## config.mk

```make
export PLATFORM = sky130hd
export DESIGN_NAME = noc_pkt_rr_arbiter_flat
export DESIGN_NICKNAME = d
export VERILOG_FILES = /design/src/rtl/noc_pkt_rr_arbiter_if.sv /design/src/rtl/noc_pkt_rr_arbiter.sv /design/src/flat_wrapper.sv
export SDC_FILE = /design/constraint.sdc
export NUM_CORES = 1
export LEC_CHECK = 0
export ABC_CLOCK_PERIOD_IN_PS = 5350
export CAP_MARGIN = 25
export CORE_MARGIN = 10
export CORE_UTILIZATION = 56
export DETAILED_ROUTE_END_ITERATION = 16
export PLACE_DENSITY_LB_ADDON = 0.05
export SKIP_CTS_REPAIR_TIMING = 1
export SLEW_MARGIN = 20
export SYNTH_ARGS = -nofsm -noshare
export SYNTH_HDL_FRONTEND = slang
export SYNTH_SLANG_ARGS = --single-unit
```

## constraint.sdc

```tcl
create_clock -name clk -period 5.35 [get_ports clk]
set_input_delay 1.605 -clock clk [delete_from_list [all_inputs] [get_ports clk]]
set_output_delay 1.605 -clock clk [all_outputs]
set_load 0.1 [all_outputs]
```

## src/rtl/noc_pkt_rr_arbiter_if.sv

```systemverilog
// Request/flit handshake and grant bundle between NoC input ports and one output-port arbiter.
// master drives requests and flit handshake; slave (the arbiter) drives the grant.
interface noc_pkt_rr_arbiter_if #(
    parameter int N_PORTS = 5,
    parameter int IDX_W   = 3
);
    logic [N_PORTS-1:0] req_i;
    logic [N_PORTS-1:0] mask_i;
    logic [N_PORTS-1:0] prio_i;
    logic               flit_valid_i;
    logic               flit_ready_i;
    logic               tail_i;
    logic [IDX_W-1:0]   grant_idx_o;
    logic [N_PORTS-1:0] grant_vec_o;
    logic               grant_valid_o;
    logic               timeout_o;

    modport master (
        output req_i, mask_i, prio_i, flit_valid_i, flit_ready_i, tail_i,
        input  grant_idx_o, grant_vec_o, grant_valid_o, timeout_o
    );

    modport slave (
        input  req_i, mask_i, prio_i, flit_valid_i, flit_ready_i, tail_i,
        output grant_idx_o, grant_vec_o, grant_valid_o, timeout_o
    );
endinterface

```

## src/rtl/noc_pkt_rr_arbiter.sv

```systemverilog
// Round-robin packet arbiter for one NoC output port: grants one input for a whole
// packet, released by flit count, tail flit or stall watchdog.
//
// state | meaning
// IDLE  | no grant; arbitrate eligible requests each cycle
// LOCK  | grant held for the current packet; requests ignored
module noc_pkt_rr_arbiter #(
    parameter int N_PORTS   = 5,
    parameter int IDX_W     = 3,
    parameter int PKT_MODE  = 0,
    parameter int MAX_FLITS = 5,
    parameter int TIMEOUT   = 0
) (
    input logic              clk,
    input logic              rst,
    noc_pkt_rr_arbiter_if.slave arb
);

    typedef enum logic {IDLE = 1'b0, LOCK = 1'b1} state_t;

    localparam bit          WD_EN    = (TIMEOUT != 0);
    localparam logic [15:0] WD_LAST  = (TIMEOUT == 0) ? 16'd0 : 16'(TIMEOUT - 1);
    localparam logic [7:0]  CNT_LAST = 8'(MAX_FLITS - 1);

    state_t             state_q, state_d;
    logic [IDX_W-1:0]   rr_ptr_q, rr_ptr_d;
    logic [IDX_W-1:0]   idx_q, idx_d;
    logic [N_PORTS-1:0] vec_q, vec_d;
    logic [7:0]         flit_cnt_q, flit_cnt_d;
    logic [15:0]        stall_cnt_q, stall_cnt_d;
    logic               timeout_q, timeout_d;

    logic [N_PORTS-1:0] elig, elig_hi, arb_set;
    logic               win_found;
    logic [IDX_W-1:0]   win_idx;
    logic               xfer, pkt_done, wd_fire;

    assign elig     = arb.req_i & ~arb.mask_i;
    assign elig_hi  = elig & arb.prio_i;
    assign arb_set  = (elig_hi != '0) ? elig_hi : elig;
    assign xfer     = arb.flit_valid_i & arb.flit_ready_i;
    assign pkt_done = (PKT_MODE == 0) ? (flit_cnt_q == CNT_LAST) : arb.tail_i;
    assign wd_fire  = WD_EN && !xfer && (stall_cnt_q == WD_LAST);

    // Ascending search from rr_ptr with wrap; first set bit wins.
    always_comb begin
        int j;
        j         = 0;
        win_found = 1'b0;
        win_idx   = '0;
        for (int i = 0; i < N_PORTS; i++) begin
            j = int'(rr_ptr_q) + i;
            if (j >= N_PORTS) j = j - N_PORTS;
            if (!win_found && arb_set[j]) begin
                win_found = 1'b1;
                win_idx   = IDX_W'(j);
            end
        end
    end

    always_comb begin
        state_d     = state_q;
        rr_ptr_d    = rr_ptr_q;
        idx_d       = idx_q;
        vec_d       = vec_q;
        flit_cnt_d  = flit_cnt_q;
        stall_cnt_d = stall_cnt_q;
        timeout_d   = 1'b0;
        case (state_q)
            IDLE: begin
                if (win_found) begin
                    state_d     = LOCK;
                    idx_d       = win_idx;
                    vec_d       = N_PORTS'(1) << win_idx;
                    rr_ptr_d    = (win_idx == IDX_W'(N_PORTS - 1)) ? '0 : win_idx + 1'b1;
                    flit_cnt_d  = '0;
                    stall_cnt_d = '0;
                end
            end
            LOCK: begin
                if (xfer) begin
                    flit_cnt_d  = (flit_cnt_q == 8'hFF) ? flit_cnt_q : flit_cnt_q + 8'd1;
                    stall_cnt_d = '0;
                    if (pkt_done) begin
                        state_d = IDLE;
                        idx_d   = '1;
                        vec_d   = '0;
                    end
                end else begin
                    stall_cnt_d = (stall_cnt_q == 16'hFFFF) ? stall_cnt_q : stall_cnt_q + 16'd1;
                    if (wd_fire) begin
                        state_d   = IDLE;
                        idx_d     = '1;
                        vec_d     = '0;
                        timeout_d = 1'b1;
                    end
                end
            end
            default: begin
                state_d = IDLE;
                idx_d   = '1;
                vec_d   = '0;
            end
        endcase
    end

    always_ff @(posedge clk) begin
        if (rst) begin
            state_q     <= IDLE;
            rr_ptr_q    <= '0;
            idx_q       <= '1;
            vec_q       <= '0;
            flit_cnt_q  <= '0;
            stall_cnt_q <= '0;
            timeout_q   <= 1'b0;
        end else begin
            state_q     <= state_d;
            rr_ptr_q    <= rr_ptr_d;
            idx_q       <= idx_d;
            vec_q       <= vec_d;
            flit_cnt_q  <= flit_cnt_d;
            stall_cnt_q <= stall_cnt_d;
            timeout_q   <= timeout_d;
        end
    end

    assign arb.grant_idx_o   = idx_q;
    assign arb.grant_vec_o   = vec_q;
    assign arb.grant_valid_o = (state_q == LOCK);
    assign arb.timeout_o     = timeout_q;

endmodule

```

## src/flat_wrapper.sv

```systemverilog
// flat-port wrapper written by rule: the top's interface ports become plain ports
module noc_pkt_rr_arbiter_flat 
#(
    parameter int N_PORTS   = 5,
    parameter int IDX_W     = 3,
    parameter int PKT_MODE  = 0,
    parameter int MAX_FLITS = 5,
    parameter int TIMEOUT   = 0
)
  (clk, rst, arb_req_i, arb_mask_i, arb_prio_i, arb_flit_valid_i, arb_flit_ready_i, arb_tail_i, arb_grant_idx_o, arb_grant_vec_o, arb_grant_valid_o, arb_timeout_o);
  noc_pkt_rr_arbiter_if #(.N_PORTS(N_PORTS), .IDX_W(IDX_W)) arb_i ();
  input logic clk;
  input logic rst;
  input wire logic [$bits(arb_i.req_i)-1:0] arb_req_i;
  input wire logic [$bits(arb_i.mask_i)-1:0] arb_mask_i;
  input wire logic [$bits(arb_i.prio_i)-1:0] arb_prio_i;
  input wire logic [$bits(arb_i.flit_valid_i)-1:0] arb_flit_valid_i;
  input wire logic [$bits(arb_i.flit_ready_i)-1:0] arb_flit_ready_i;
  input wire logic [$bits(arb_i.tail_i)-1:0] arb_tail_i;
  output wire logic [$bits(arb_i.grant_idx_o)-1:0] arb_grant_idx_o;
  output wire logic [$bits(arb_i.grant_vec_o)-1:0] arb_grant_vec_o;
  output wire logic [$bits(arb_i.grant_valid_o)-1:0] arb_grant_valid_o;
  output wire logic [$bits(arb_i.timeout_o)-1:0] arb_timeout_o;
  assign arb_i.req_i = arb_req_i;
  assign arb_i.mask_i = arb_mask_i;
  assign arb_i.prio_i = arb_prio_i;
  assign arb_i.flit_valid_i = arb_flit_valid_i;
  assign arb_i.flit_ready_i = arb_flit_ready_i;
  assign arb_i.tail_i = arb_tail_i;
  assign arb_grant_idx_o = arb_i.grant_idx_o;
  assign arb_grant_vec_o = arb_i.grant_vec_o;
  assign arb_grant_valid_o = arb_i.grant_valid_o;
  assign arb_timeout_o = arb_i.timeout_o;
  noc_pkt_rr_arbiter #(.N_PORTS(N_PORTS), .IDX_W(IDX_W), .PKT_MODE(PKT_MODE), .MAX_FLITS(MAX_FLITS), .TIMEOUT(TIMEOUT)) u_core (.clk(clk), .rst(rst), .arb(arb_i));
endmodule
```

Figure 1. Metal 1.
(6 px per µm)
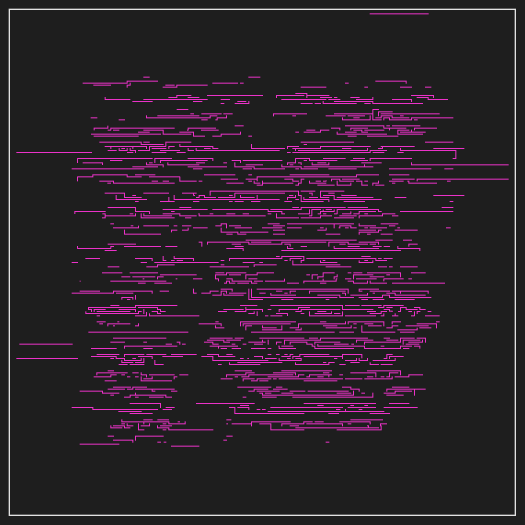
main direction = horizontal
longest straight run = 19.8 µm

Figure 2. A small window of the routed layout.
Window x 9 to 34, y 51 to 76 µm. Cells in grey, sequential cells in the stronger grey; small squares are vias.
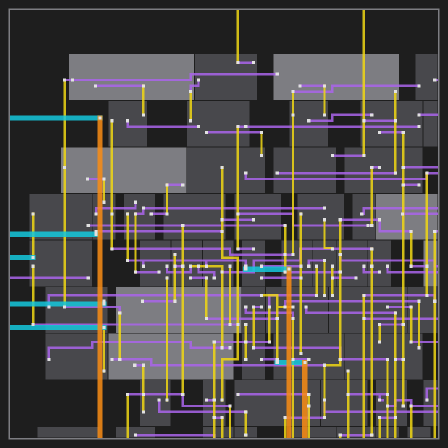
met2 -> yellow
met4 -> orange
met3 -> cyan
met1 -> purple
netlist names of flops here include = u_core.arb.grant_vec_o (4), u_core.arb.grant_idx_o (1)
most frequent = clkdlybuf4s50_1 (7), nand2_1 (6), dfxtp_1 (5)
cells with their middle in the window = 45
sequential cells in the window = 5

Figure 3. Drive-strength map.
(4 px per µm)
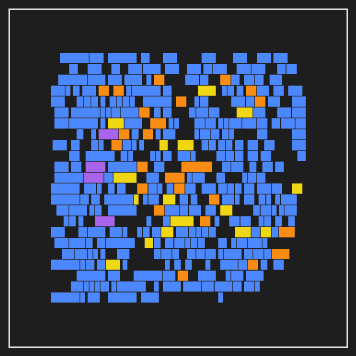
drive 2 -> yellow  # cells 16, share 4.7%
drive 6 and up -> purple  # cells 4, share 1.2%
drive 1 or less -> blue  # cells 299, share 87%
drive 3 to 4 -> orange  # cells 24, share 7.0%

==> results.sh <==
# flow metrics
export IMPL_grt_overflow_total=0
export IMPL_dp_worst_setup_slack_ps=-48.3
export IMPL_crit_fanout=4
export IMPL_area_delta_synth_final_pct=20.7
export IMPL_critPathMostFrequentCell="sky130_fd_sc_hd__buf_4"
export IMPL_number_of_antenna_violations_at_the_first_check_in_global_routing=0
export IMPL_critical_path_arrival_ps=5300
export IMPL_report_final_hold_viol_count=0
export IMPL_report_final_setup_viol=0
export IMPL_core_um2=4000
export IMPL_timing_final_max_slew_violations=0
export IMPL_static_leakage_power_nw=1.05
export IMPL_first_global_vias=2374
export IMPL_tightestPinTransition_ps=986
export IMPL_final_min_period_over_clock_period_pct=95.5
export IMPL_routed_length_on_met3_um=375
export IMPL_ys_cells=305
export IMPL_ant_nets=0
export IMPL_clkTransAtPathRegs_ps=70
export IMPL_powerDensity_nw_per_um2=653
export IMPL_dr_max_layer_used="met4"
export IMPL_globalplace_congestion=0.939
export IMPL_std_cell_rows=23
export IMPL_global_route_usage_total_pct=17.4
export IMPL_startpoint_to_endpoint_class_of_the_critical_path="in2reg"
export IMPL_syn_num_nets=341
export IMPL_cp_slowest_cell="sky130_fd_sc_hd__clkdlybuf4s50_1"
export IMPL_die_area_um2=7070
export IMPL_cts_sinks=20
export IMPL_fmax_ghz=0.196
export IMPL_chain_of_cells_forming_the_critical_path="clkdlybuf4s50_1 > nand3b_1 > buf_4 > nand4_1 > o21ai_0 > buf_4 > o32a_1 > a21oi_1 > buf_4 > a31o_2 > or4_1 > and3_4 > ha_1 > ha_1 > or3_1 > a21oi_1"
export IMPL_outcome="finished, final reports clean"
export IMPL_cts_buffers_inserted=3
export IMPL_edf_count=0
export IMPL_dr_total_vias=2476
==> tightest hold or removal path, delay by kind of cell (launching register included) <==
family	cells	cell delay (ps)
flops	1	310
simple gates	2	100
==> final cells by class <==
type	instances	share of cell area [%]
clock buffer	4	1.98
inverter	13	1.76
multi-input combinational	260	64.7
sequential	20	14.4
tap	50	2.25
timing repair buffer	46	14.9
==> report_power, final <==
| part | switching (mW) | internal, mW |
|---|---|---|
| sequential | 0.0219 | 0.180 |
| clock | 0.0472 | 0.0654 |
| combinational | 0.897 | 0.602 |
==> worst paths after layout <==
check | start | cells after the start | end | slack (ps)
setup / recovery | arb_mask_i[0] | 16 | u_core.rr_ptr_q[2]$_SDFFE_PP0P_ | 240
hold reg to reg | u_core.arb.grant_idx_o[2]$_SDFFE_PP1P_ | 2 | u_core.arb.grant_idx_o[2]$_SDFFE_PP1P_ | 450
hold / removal | u_core.arb.grant_idx_o[2]$_SDFFE_PP1P_ | 2 | u_core.arb.grant_idx_o[2]$_SDFFE_PP1P_ | 450
setup reg to reg | u_core.rr_ptr_q[1]$_SDFFE_PP0P_ | 15 | u_core.rr_ptr_q[2]$_SDFFE_PP0P_ | 930
==> layer usage <==
metal	track usage, %	vias up
met5	0	-
met3	2.25	20
met4	6.39	0
li1	-	1227
met2	30.6	96
met1	20.9	1133
==> cells by family after synthesis <==
| kind of cell | share of synthesized area [%] |
|---|---|
| and+or+nand+nor | 34.0 |
| AOI/OAI and AO/OA | 28.2 |
| buffers and inverters | 4.73 |
| DFF | 17.4 |
| adders and majority gates | 9.03 |
| xor gates and xnor gates | 3.43 |
| muxes | 3.10 |
| other | 0.163 |
